===== src/rtl/txiod_pkg.sv =====
// txiod_pkg: shared state encoding, PRBS7 constants and word bit-reversal for the TX IOD training generator.
package txiod_pkg;
  typedef enum logic [1:0] {ST_IDLE, ST_TRAIN, ST_WAIT, ST_DATA} state_t;
  localparam logic [6:0] PRBS7_POLY = 7'h60;
  localparam logic [6:0] PRBS7_SEED = 7'h7F;
  function automatic logic [7:0] rev8(input logic [7:0] x);
    return {<<{x}};
  endfunction
endpackage


===== src/rtl/txiod_prbs7_gen.sv =====
// txiod_prbs7_gen: PRBS7 (x^7+x^6+1) source advancing 8 steps per enabled cycle; bit i of prbs_o is the i-th generated bit.
module txiod_prbs7_gen
  import txiod_pkg::*;
(
  input  logic       SCLK,
  input  logic       RESET,
  input  logic       en,
  input  logic       load,
  output logic [7:0] prbs_o
);
  logic [6:0] lfsr_q, lfsr_d, s;
  always_comb begin
    s = lfsr_q;
    prbs_o = '0;
    for (int i = 0; i < 8; i++) begin
      prbs_o[i] = ^(s & PRBS7_POLY);
      s = {s[5:0], prbs_o[i]};
    end
    lfsr_d = load ? PRBS7_SEED : en ? s : lfsr_q;
  end
  always_ff @(posedge SCLK) begin
    if (RESET) lfsr_q <= PRBS7_SEED;
    else lfsr_q <= lfsr_d;
  end
endmodule


===== src/rtl/txiod_train_gen.sv =====
// txiod_train_gen: TX IOD word generator (training pattern until far-end alignment, then payload), outputs bit-reversed.
// Optional PRBS7 payload source enabled by defining TXIOD_PRBS7_EN.
module txiod_train_gen
  import txiod_pkg::*;
#(
  parameter logic [7:0] TRAIN_PATTERN = 8'hF0,
  parameter logic [7:0] IDLE_PATTERN  = 8'h00,
  parameter int         TRAIN_WORDS   = 256,
  parameter int         ALIGN_TIMEOUT = 4096
) (
  input  logic       SCLK,
  input  logic       RESET,
  input  logic       TRAIN_REQ,
  input  logic       ALIGN_DONE,
  input  logic [7:0] TX_DATA_IN,
  input  logic       TX_VALID,
`ifdef TXIOD_PRBS7_EN
  input  logic       PRBS_MODE,
`endif
  output logic       TX_READY,
  output logic [7:0] TXD,
  output logic       TRAINING,
  output logic       ALIGN_FAIL
);
  localparam int TW_W = TRAIN_WORDS > 1 ? $clog2(TRAIN_WORDS) : 1;
  localparam int AT_W = ALIGN_TIMEOUT > 1 ? $clog2(ALIGN_TIMEOUT) : 1;
  state_t state_q, state_d;
  logic [TW_W-1:0] wcnt_q, wcnt_d;
  logic [AT_W-1:0] tcnt_q, tcnt_d;
  logic [7:0] txd_q, txd_d, prbs_word;
  logic training_q, training_d, fail_q, fail_d, prbs_on;
`ifdef TXIOD_PRBS7_EN
  assign prbs_on = state_q == ST_DATA && PRBS_MODE && !TRAIN_REQ;
  // LFSR is held at its seed outside DATA, so every DATA entry restarts the sequence.
  txiod_prbs7_gen u_prbs (
    .SCLK  (SCLK),
    .RESET (RESET),
    .en    (prbs_on),
    .load  (state_q != ST_DATA),
    .prbs_o(prbs_word)
  );
`else
  assign prbs_on = 1'b0;
  assign prbs_word = 8'h00;
`endif
  assign TX_READY = state_q == ST_DATA && !TRAIN_REQ && !prbs_on;
  assign TXD = txd_q;
  assign TRAINING = training_q;
  assign ALIGN_FAIL = fail_q;
  always_comb begin
    state_d = state_q;
    wcnt_d = wcnt_q;
    tcnt_d = tcnt_q;
    txd_d = rev8(IDLE_PATTERN);
    training_d = 1'b0;
    fail_d = 1'b0;
    unique case (state_q)
      ST_IDLE: begin
        state_d = ST_TRAIN;
        wcnt_d = '0;
      end
      ST_TRAIN: begin
        txd_d = rev8(TRAIN_PATTERN);
        training_d = 1'b1;
        if (wcnt_q == TW_W'(TRAIN_WORDS - 1)) begin
          state_d = ST_WAIT;
          tcnt_d = '0;
        end else wcnt_d = wcnt_q + TW_W'(1);
      end
      ST_WAIT: begin
        txd_d = rev8(TRAIN_PATTERN);
        training_d = 1'b1;
        if (ALIGN_DONE) state_d = ST_DATA;
        else if (tcnt_q == AT_W'(ALIGN_TIMEOUT - 1)) begin
          state_d = ST_TRAIN;
          wcnt_d = '0;
          tcnt_d = '0;
          fail_d = 1'b1;
        end else tcnt_d = tcnt_q + AT_W'(1);
      end
      ST_DATA: begin
        // Retrain request drops any offered word and starts the pattern on the very next output.
        if (TRAIN_REQ) begin
          state_d = ST_TRAIN;
          wcnt_d = '0;
          txd_d = rev8(TRAIN_PATTERN);
          training_d = 1'b1;
        end else txd_d = prbs_on ? rev8(prbs_word) : TX_VALID ? rev8(TX_DATA_IN) : rev8(IDLE_PATTERN);
      end
    endcase
  end
  always_ff @(posedge SCLK) begin
    if (RESET) begin
      state_q <= ST_IDLE;
      wcnt_q <= '0;
      tcnt_q <= '0;
      txd_q <= 8'h00;
      training_q <= 1'b0;
      fail_q <= 1'b0;
    end else begin
      state_q <= state_d;
      wcnt_q <= wcnt_d;
      tcnt_q <= tcnt_d;
      txd_q <= txd_d;
      training_q <= training_d;
      fail_q <= fail_d;
    end
  end
endmodule


===== config.mk =====
export PLATFORM = sky130hd
export DESIGN_NAME = txiod_train_gen
export DESIGN_NICKNAME = d
export VERILOG_FILES = /design/src/rtl/txiod_pkg.sv /design/src/rtl/txiod_prbs7_gen.sv /design/src/rtl/txiod_train_gen.sv
export SDC_FILE = /design/constraint.sdc
export NUM_CORES = 1
export LEC_CHECK = 0
export ABC_AREA = 0
export CAP_MARGIN = 20
export CORE_ASPECT_RATIO = 0.75
export CORE_MARGIN = 3
export CORE_UTILIZATION = 55
export CTS_CLUSTER_DIAMETER = 50
export DETAILED_ROUTE_END_ITERATION = 16
export GPL_ROUTABILITY_DRIVEN = 0
export PLACE_DENSITY = 0.83
export SETUP_SLACK_MARGIN = 0.02
export SLEW_MARGIN = 15
export SYNTH_ARGS = -nofsm -noshare
export SYNTH_HDL_FRONTEND = slang
export SYNTH_SLANG_ARGS = --single-unit

===== constraint.sdc =====
create_clock -name SCLK -period 2.85 [get_ports SCLK]
set_input_delay 0.855 -clock SCLK [delete_from_list [all_inputs] [get_ports SCLK]]
set_output_delay 0.855 -clock SCLK [all_outputs]
set_load 0.1 [all_outputs]

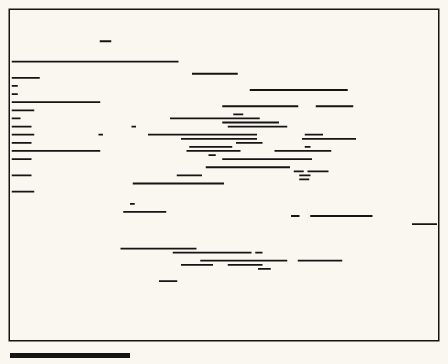
*Met3 routing, run 1*
The bar under the picture is 20 um long.
- nets with wire on the layer: 47
- longest straight run: 27.6 um
- share of all routed wire: 8.1%
- main direction: horizontal
- wire length on this layer: 377 um
met3 Use GR: 6.73%
via count: 1797
Total Routed Length: 4640 um

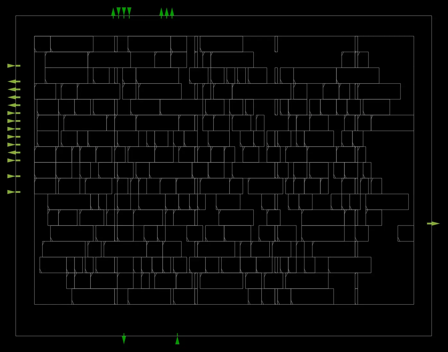
*Cell placement, run 1*
Flops: 32
num tapcells: 38
# rows: 17

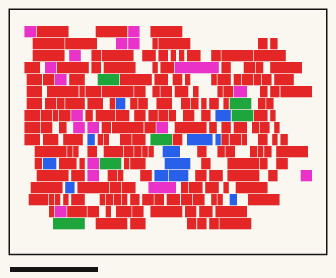
*Cell sizes after repair, run 1*
The bar under the picture is 20 um long.
- blue: drive 2 (cells 12; share 5.2%)
- green: drive 6 and up (cells 6; share 2.6%)
- red: drive 1 or less (cells 194; share 84%)
- magenta: drive 3 to 4 (cells 18; share 7.8%)
nonclk buf count: 28
PnR worst setup slack: 0.236 ns
Design Area, Final: 2120 sq um
area grow syn2layout: 19.5%

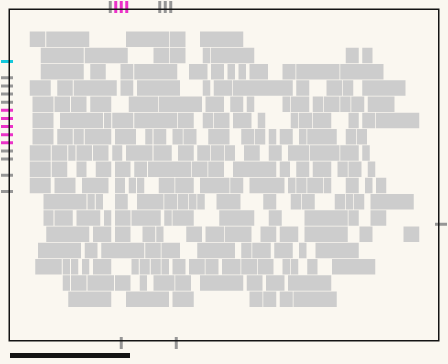
*Pin placement, run 1*
The bar under the picture is 20 um long. Pins as bars across the die edge, other pins in gray.
- cyan: SCLK (pins 1; direction input; edge west)
- magenta: TX_DATA_IN (pins 8; direction input; edge 5 west, 3 north)
- all pins by edge: 14 west, 7 north, 2 south, 1 east
port buffer count: 23
chip width: 71.6 um
chip height: 55.2 um

==> run_results.csv, run 1 <==
group,metric,value,unit
timing,tightest_slew,0.528,ns
layout,drive_gt1_share,15.7,%
placement,placed_cells,260,
logic_synthesis,ys_types,53,
logic_synthesis,synth.top_cell.area_share,36.1,%
timing,report.final.slew_viol_count,0,
placement,dpl_cell_area,2030,sq um
timing,finalClockPeriodUsage,91.7,%
layout,sh_comb_area,49.0,%
logic_synthesis,synth_flops,32,
logic_synthesis,yosysWarningCount,0,
layout,final_nets,249,
setup_path,r2r_setup_slack,0.83,ns
floorplanning,coreArea,3020,sq um
floorplanning,fp_util,58.8,%
clocking,cts_root_buffer,"clkbuf_8",
logic_synthesis,async_flop_share,0,%
setup_path,cp.arrival,1.76,ns
layout,clockBufferCount,5,
timing,fin_skew,0.00545,ns
setup_path,startpoint_type,"input pin",
timing,max_freq,383,MHz
power_and_ir_drop,power,1.42,mW
layout,final-clk-cell-share,4.13,%
power_and_ir_drop,p_int,826,uW
global_routing,grt_pass1_vias,1691,
layout,n_all_inverters,14,
timing,fin_crit,2.61,ns
timing,tns,0,ns
logic_synthesis,edf_count,0,
setup_path,r2r_start,"tcnt_q[0]",
logic_synthesis,area_leaders,"dfxtp_1 36%, ha_1 4.9%, nand4_1 4.2%, o32ai_1 3.5%, a211oi_1 3.4%",
detailed_routing,remaining_drc_errors,0,
clocking,clk_pin_slew,0.07,ns
detailed_routing,vias_per_cell,6.71,
detailed_routing,antenna_left,0,
logic_synthesis,syn-instance-count,203,
floorplanning,dieArea,3950,sq um
timing,rsz0062_at_grt,"no",
timing,finalSetupViolations,0,
power_and_ir_drop,pwr_density_cell,671,nW/um^2
logic_synthesis,ys_sh_aoi,27.9,%
detailed_routing,routedWlPerCell,17.3,um
layout,combGateArea,1040,sq um
layout,num-fill-cells,236,
clocking,cts_sinks,32,
global_routing,grt_overflow_total,0,
clocking,cts_tree,"built",
job,tool_warnings,30,
worst_hold_path,whs_path_depth,2,
power_and_ir_drop,p_leak,0.754,nW
logic_synthesis,fp_nets,223,
clocking,hold_buffers,0,
timing,holdWs,0.517,ns
setup_path,r2r_cells,5,
job,drv_cap,0,
layout,final_cells,268,
logic_synthesis,synth_top_cell_by_area,"dfxtp_1",
logic_synthesis,simple_gate_area_share,25.1,%
worst_hold_path,min_from,"tcnt_q[10]",
global_routing,antenna_found_initial,0,
power_and_ir_drop,ir_worst_vdd,0.506,mV
layout,largest_class,"multi-input combinational cells",
setup_path,rr_endpoint,"state_q[0]",
clocking,ctsResizeCount,0,
timing,hold_violations,0,
worst_hold_path,hold_end,"tcnt_q[10]",
logic_synthesis,muxShareOfSynthArea,0.634,%
layout,sh_seq_area,30.2,%
clocking,clk_latency,0.28,ns
global_routing,grt_max_degree,19,
logic_synthesis,yosys-stat-cells,203,
floorplanning,ioPinCount,24,
setup_path,required,2.00,ns
power_and_ir_drop,pwr-share-seq,35.3,%
setup_path,critPathCaptureType,"output port",
global_routing,grt_pass1_wl,7890,um
clocking,postCtsSetupBuffers,0,
global_routing,track_usage,24.6,%
layout,antennaDiodeCount,0,
clocking,ctsHtreeMaxLevel,2,
clocking,cts_buffer_depth,2,
logic_synthesis,yosysChipArea,1780,sq um
power_and_ir_drop,switching_share,41.9,%
run_status,outcome,"finished clean",
layout,nMultiInputCombCells,148,
clocking,cts_buffers,5,
logic_synthesis,syn_avg_cell_area,8.75,sq um
detailed_routing,drt_first_pass_iters,5,
power_and_ir_drop,p_switching,596,uW
detailed_routing,drt-initial-drc-count,147,
setup_path,path_max_fanout,2,
logic_synthesis,post_synth_instance_area,1780,sq um
logic_synthesis,postSynthSeqShare,36.1,%
setup_path,critPathKind,"input pin to output port",
power_and_ir_drop,clkPwrFrac,23.9,%
logic_synthesis,ff_type,"dfxtp_1",
timing,relSlewSlack,64.6,%
layout,ff_latch_area,641,sq um
layout,buffer_area_share,11.9,%
worst_hold_path,hold_path.class,"flip-flop to flip-flop",
logic_synthesis,fa_ha_area_share,4.93,%
logic_synthesis,xor_share,0,%
logic_synthesis,logic_family,"AND-OR/OR-AND gates",
placement,hpwl,3430,um
power_and_ir_drop,p_comb_share,40.8,%
[run 1: placed cells by master, fill, tap and decap left out, types with 2 or more instances in the layout]
cell type and instances:
and3_1 3, and2_1 4, buf_4 15, a211oi_1 8
nor3_1 5, clkdlybuf4s50_1 12, nand4_1 12, o31ai_1 5
inv_1 12, a21o_1 4, or3_1 5, or2_2 2
clkbuf_8 5, o21ai_0 6, a21oi_1 6, nor4_1 3
o221ai_1 2, nand3_1 10, nor2b_1 2, dfxtp_1 32
and4_1 2, a31oi_1 2, o211ai_1 4, a41oi_2 2
nand2_1 12, clkinv_2 2, ha_1 7, o32ai_1 7
nor2_1 12, o311ai_0 2
[run 1: cells in the mapped netlist, types with 2 or more instances]
| master | n |
|---|---|
| dfxtp_1 | 32 |
| inv_1 | 12 |
| nand2_1 | 12 |
| nand4_1 | 12 |
| nor2_1 | 12 |
| nand3_1 | 10 |
| a211oi_1 | 8 |
| ha_1 | 7 |
| o32ai_1 | 7 |
| a21oi_1 | 6 |
| o21ai_0 | 6 |
| nor3_1 | 5 |
| o31ai_1 | 5 |
| or3_1 | 5 |
| a21o_1 | 4 |
| and2_1 | 4 |
| buf_2 | 4 |
| o211ai_1 | 4 |
| and3_1 | 3 |
| clkbuf_1 | 3 |
| nor4_1 | 3 |
| a31oi_1 | 2 |
| a41oi_2 | 2 |
| and4_1 | 2 |
| nor2b_1 | 2 |
| o221ai_1 | 2 |
| o311ai_0 | 2 |
| or2_2 | 2 |
[run 1: flip-flops by register name, summed over array words and instances, names as in the netlist]
| register | cells |
|---|---|
| tcnt_q | 12 |
| TXD | 8 |
| wcnt_q | 8 |
| state_q | 2 |
| ALIGN_FAIL | 1 |
| TRAINING | 1 |
[run 1: worst max-delay path, cell delays in order]
cell	delay (ns)
clkdlybuf4s50_1	0.41
nand2b_2	0.19
inv_1	0.11
buf_12	0.18
[run 1: metal layers]
layer	track usage (%)	up-vias	wire, um
li1	-	834	-
met1	32.6	859	2040
met2	37.4	93	2160
met3	6.73	11	377
met4	10.2	0	59
met5	0	-	0
[run 1: stage by stage]
step	worst slack (ns)	util [%]
after global routing	0.188	70.2
after CTS	0.239	70.2
after floorplan	0.218	-
after global placement	0.248	67.3
final	0.236	70.2
after detailed placement	0.238	67.3
[run 1: worst max-delay path by stage]
| stage | to | start | slack (ns) |
|---|---|---|---|
| after CTS | TX_READY | TRAIN_REQ | 0.24 |
| after global routing | TX_READY | TRAIN_REQ | 0.19 |
| after detailed placement | TX_READY | TRAIN_REQ | 0.24 |
| after global placement | TX_READY | TRAIN_REQ | 0.25 |
| after floorplan | TX_READY | TRAIN_REQ | 0.22 |
| final | TX_READY | TRAIN_REQ | 0.24 |
[run 1: power groups by stage]
stage / combinational [mW] / clock [mW] / sequential [mW]
2_1_floorplan: 0.298 / 0 / 0.619
3_3_place_gp: 0.546 / 0 / 0.506
3_5_place_dp: 0.563 / 0 / 0.512
4_1_cts: 0.564 / 0.345 / 0.502
5_1_grt: 0.617 / 0.371 / 0.504
6_report: 0.580 / 0.339 / 0.503
## Run 2: what changed since run 1
CORE_UTILIZATION = 31   (was 55)
PLACE_DENSITY = 0.55   (was 0.83)
RECOVER_POWER = 25   (was not set)
clock period = 2.25 ns   (was 2.85 ns; I/O delays follow)
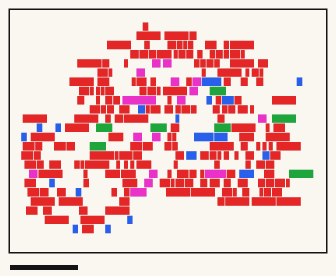
*Cell sizes after repair, run 2*
The bar under the picture is 20 um long.
- red: drive 1 or less (cells 195; share 82%)
- blue: drive 2 (cells 19; share 8.0%)
- magenta: drive 3 to 4 (cells 16; share 6.8%)
- green: drive 6 and up (cells 7; share 3.0%)
nonclk buf count: 36
Design Area, Final: 2210 sq um
PnR worst setup slack: 0.237 ns
area grow syn2layout: 24.5%

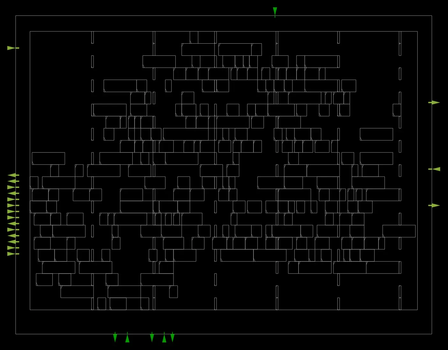
*Cell placement, run 2*
Core ar.: 5440 sq um
# fillers: 553
num tapcells: 75
Seq area share: 29.0%
final core occ: 40.6%

==> run 2 against run 1 <==
First-iteration DRC count shrank 14%. Largest power group unchanged. Critical endpoint unchanged. Highest routed layer unchanged. Count of clock-buffer cells in the layout increased by 1. Combinational power rose by 33%. Setup slack improved by 0.00076 ns.
==> run_results.csv, run 2 <==
group,metric,value,unit
setup_path,critPathCaptureType,"output port",
logic_synthesis,synth.cells.most_frequent,"32 x dfxtp_1, 12 x inv_1, 12 x nand2_1, 12 x nand4_1, 12 x nor2_1",
power_and_ir_drop,ir_worst_vdd,0.336,mV
setup_path,critPathKind,"input pin to output port",
global_routing,grt_overflow_total,0,
clocking,cts_root_buffer,"clkbuf_8",
timing,holdWs,0.511,ns
clocking,cts_buffers,5,
logic_synthesis,synth_flops,32,
job,drv_cap,0,
timing,finalSetupViolations,0,
setup_path,startpoint_type,"input pin",
layout,combGateArea,1040,sq um
setup_path,rr_endpoint,"wcnt_q[1]",
logic_synthesis,ff_type,"dfxtp_1",
timing,hold_violations,0,
logic_synthesis,post_synth_instance_area,1780,sq um
floorplanning,dieArea,6680,sq um
floorplanning,chipWidth,93.4,um
layout,layout_top_cell,"dfxtp_1",
worst_hold_path,min_from,"tcnt_q[10]",
worst_hold_path,whs_path_depth,2,
logic_synthesis,yosysWarningCount,0,
setup_path,r2r_cells,5,
logic_synthesis,fp_nets,223,
layout,largest_reg_flops,12,
placement,io_buffer_count,23,
global_routing,grt_max_degree,24,
worst_hold_path,hold_end,"tcnt_q[10]",
setup_path,r2r_setup_slack,0.35,ns
detailed_routing,vias_per_cell,5.38,
timing,fin_skew,0.00228,ns
logic_synthesis,yosysChipArea,1780,sq um
setup_path,worstSetupStartpoint,"TRAIN_REQ",
global_routing,antenna_found_initial,0,
timing,rsz0062_at_grt,"no",
job,tool_warnings,30,
detailed_routing,antenna_left,0,
logic_synthesis,postSynthSeqShare,36.1,%
layout,final_nets,257,
logic_synthesis,area_leaders,"dfxtp_1 36%, ha_1 4.9%, nand4_1 4.2%, o32ai_1 3.5%, a211oi_1 3.4%",
timing,max_freq,497,MHz
setup_path,path_max_fanout,2,
logic_synthesis,synth_top_cell_by_area,"dfxtp_1",
global_routing,grt_pass1_vias,1473,
clocking,clk_latency,0.27,ns
logic_synthesis,synthMostInstantiatedCell,"dfxtp_1",
floorplanning,fp.dieH,71.5,um
floorplanning,rows,23,
timing,report.final.slew_viol_count,0,
logic_synthesis,yosys-stat-cells,203,
floorplanning,ioPinCount,24,
clocking,cts_tree,"built",
layout,ff_latch_area,641,sq um
logic_synthesis,edf_count,0,
setup_path,cp.arrival,1.34,ns
logic_synthesis,synth.top_cell.area_share,36.1,%
clocking,ctsHtreeMaxLevel,2,
detailed_routing,drt_first_pass_iters,4,
power_and_ir_drop,p_leak,0.774,nW
global_routing,grt_pass1_wl,7600,um
timing,relSlewSlack,62.8,%
detailed_routing,remaining_drc_errors,0,
run_status,outcome,"finished clean",
floorplanning,fp_util,32.6,%
timing,tightest_slew,0.554,ns
layout,antennaDiodeCount,0,
logic_synthesis,async_flop_share,0,%
layout,regMostFlops,"tcnt_q",
power_and_ir_drop,pwr_density_cell,821,nW/um^2
placement,hpwl,3400,um
logic_synthesis,ys_types,53,
layout,mostFrequentLayoutCells,"32 x dfxtp_1, 12 x nand2_1, 12 x nor2_1, 12 x nand4_1, 12 x buf_4",
timing,fin_crit,2.01,ns
setup_path,r2r_start,"tcnt_q[0]",
clocking,cts_buffer_depth,2,
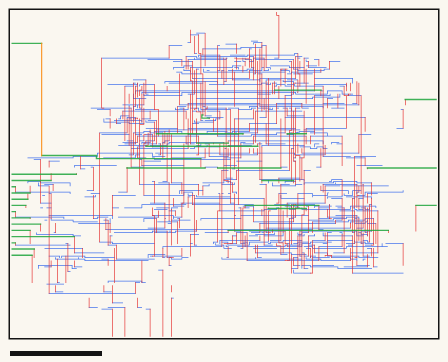
*Metal layers overlaid, run 2*
The bar under the picture is 20 um long.
- blue: met1 (wire length 2460 um)
- green: met3 (wire length 304 um)
- orange: met4 (wire length 24.5 um)
- red: met2 (wire length 1700 um)
via count: 1680
drt wl/cell: 14.4 um
Total Routed Length: 4490 um
gr usage total: 14.2%

run 2: cell counts after synthesis:
Identical to the previous run, type by type.
run 2: where the power goes:
part,switching (mW),internal [mW],total (mW)
sequential,0.0246,0.607,0.631
clock,0.201,0.210,0.412
combinational,0.506,0.268,0.773
run 2: layout make-up:
type,count,share of cell area [%]
inverters,14,2.55
repair buffers,36,13.5
clock buffers,6,3.28
multi-input cells,148,47.3
well taps,75,4.24
clock inverters,1,0.226
flip-flops and latches,32,29.0
run 2: repair_timing:
item	CTS	global route
gates resized	2	0
endpoints found under the setup margin	1	0
hold buffers	0	0
setup buffers	0	0
run 2: kinds of logic (layout without fill, tap and decap cells):
kind of cell | after synthesis | in the layout | share of synthesized area, %
buffers and inverters | 23 | 57 | 5.36
and+or+nand+nor | 79 | 79 | 25.1
DFF | 32 | 32 | 36.1
muxes | 1 | 1 | 0.634
AOI/OAI and AO/OA | 61 | 61 | 27.9
adders and majority gates | 7 | 7 | 4.93
run 2: worst max-delay path, cell delays in order:
cell and delay (ns):
dlygate4sd2_1 0.24, nand2b_4 0.15, clkinvlp_4 0.10, buf_12 0.17
run 2: how the worst max path moves through the flow:
stage | to
after CTS | TX_READY
after global placement | TX_READY
after floorplan | TX_READY
after detailed placement | TX_READY
final | TX_READY
after global routing | wcnt_q[1]
run 2: layer usage:
layer | track usage [%] | up-vias | share of wire, %
met5 | 0 | - | 0
met4 | 2.93 | 0 | 0.53
met3 | 4.20 | 2 | 6.7
met2 | 17.9 | 44 | 38
met1 | 22.9 | 783 | 55
li1 | - | 851 | -
run 2: per-stage QoR:
stage	setup TNS (ns)	cells	instance area (sq um)	setup WS [ns]	total power, mW
detailed placement	-0.0368	305	2160	-0.0304	1.43
global route	0	312	2210	0.0974	1.93
finish	0	312	2210	0.237	1.82
floorplan	0	203	1780	0.223	1.16
global placement	-0.0337	305	2160	-0.0337	1.43
CTS	0	312	2240	0.231	1.84
Power is estimated from default activity; no workload was simulated.
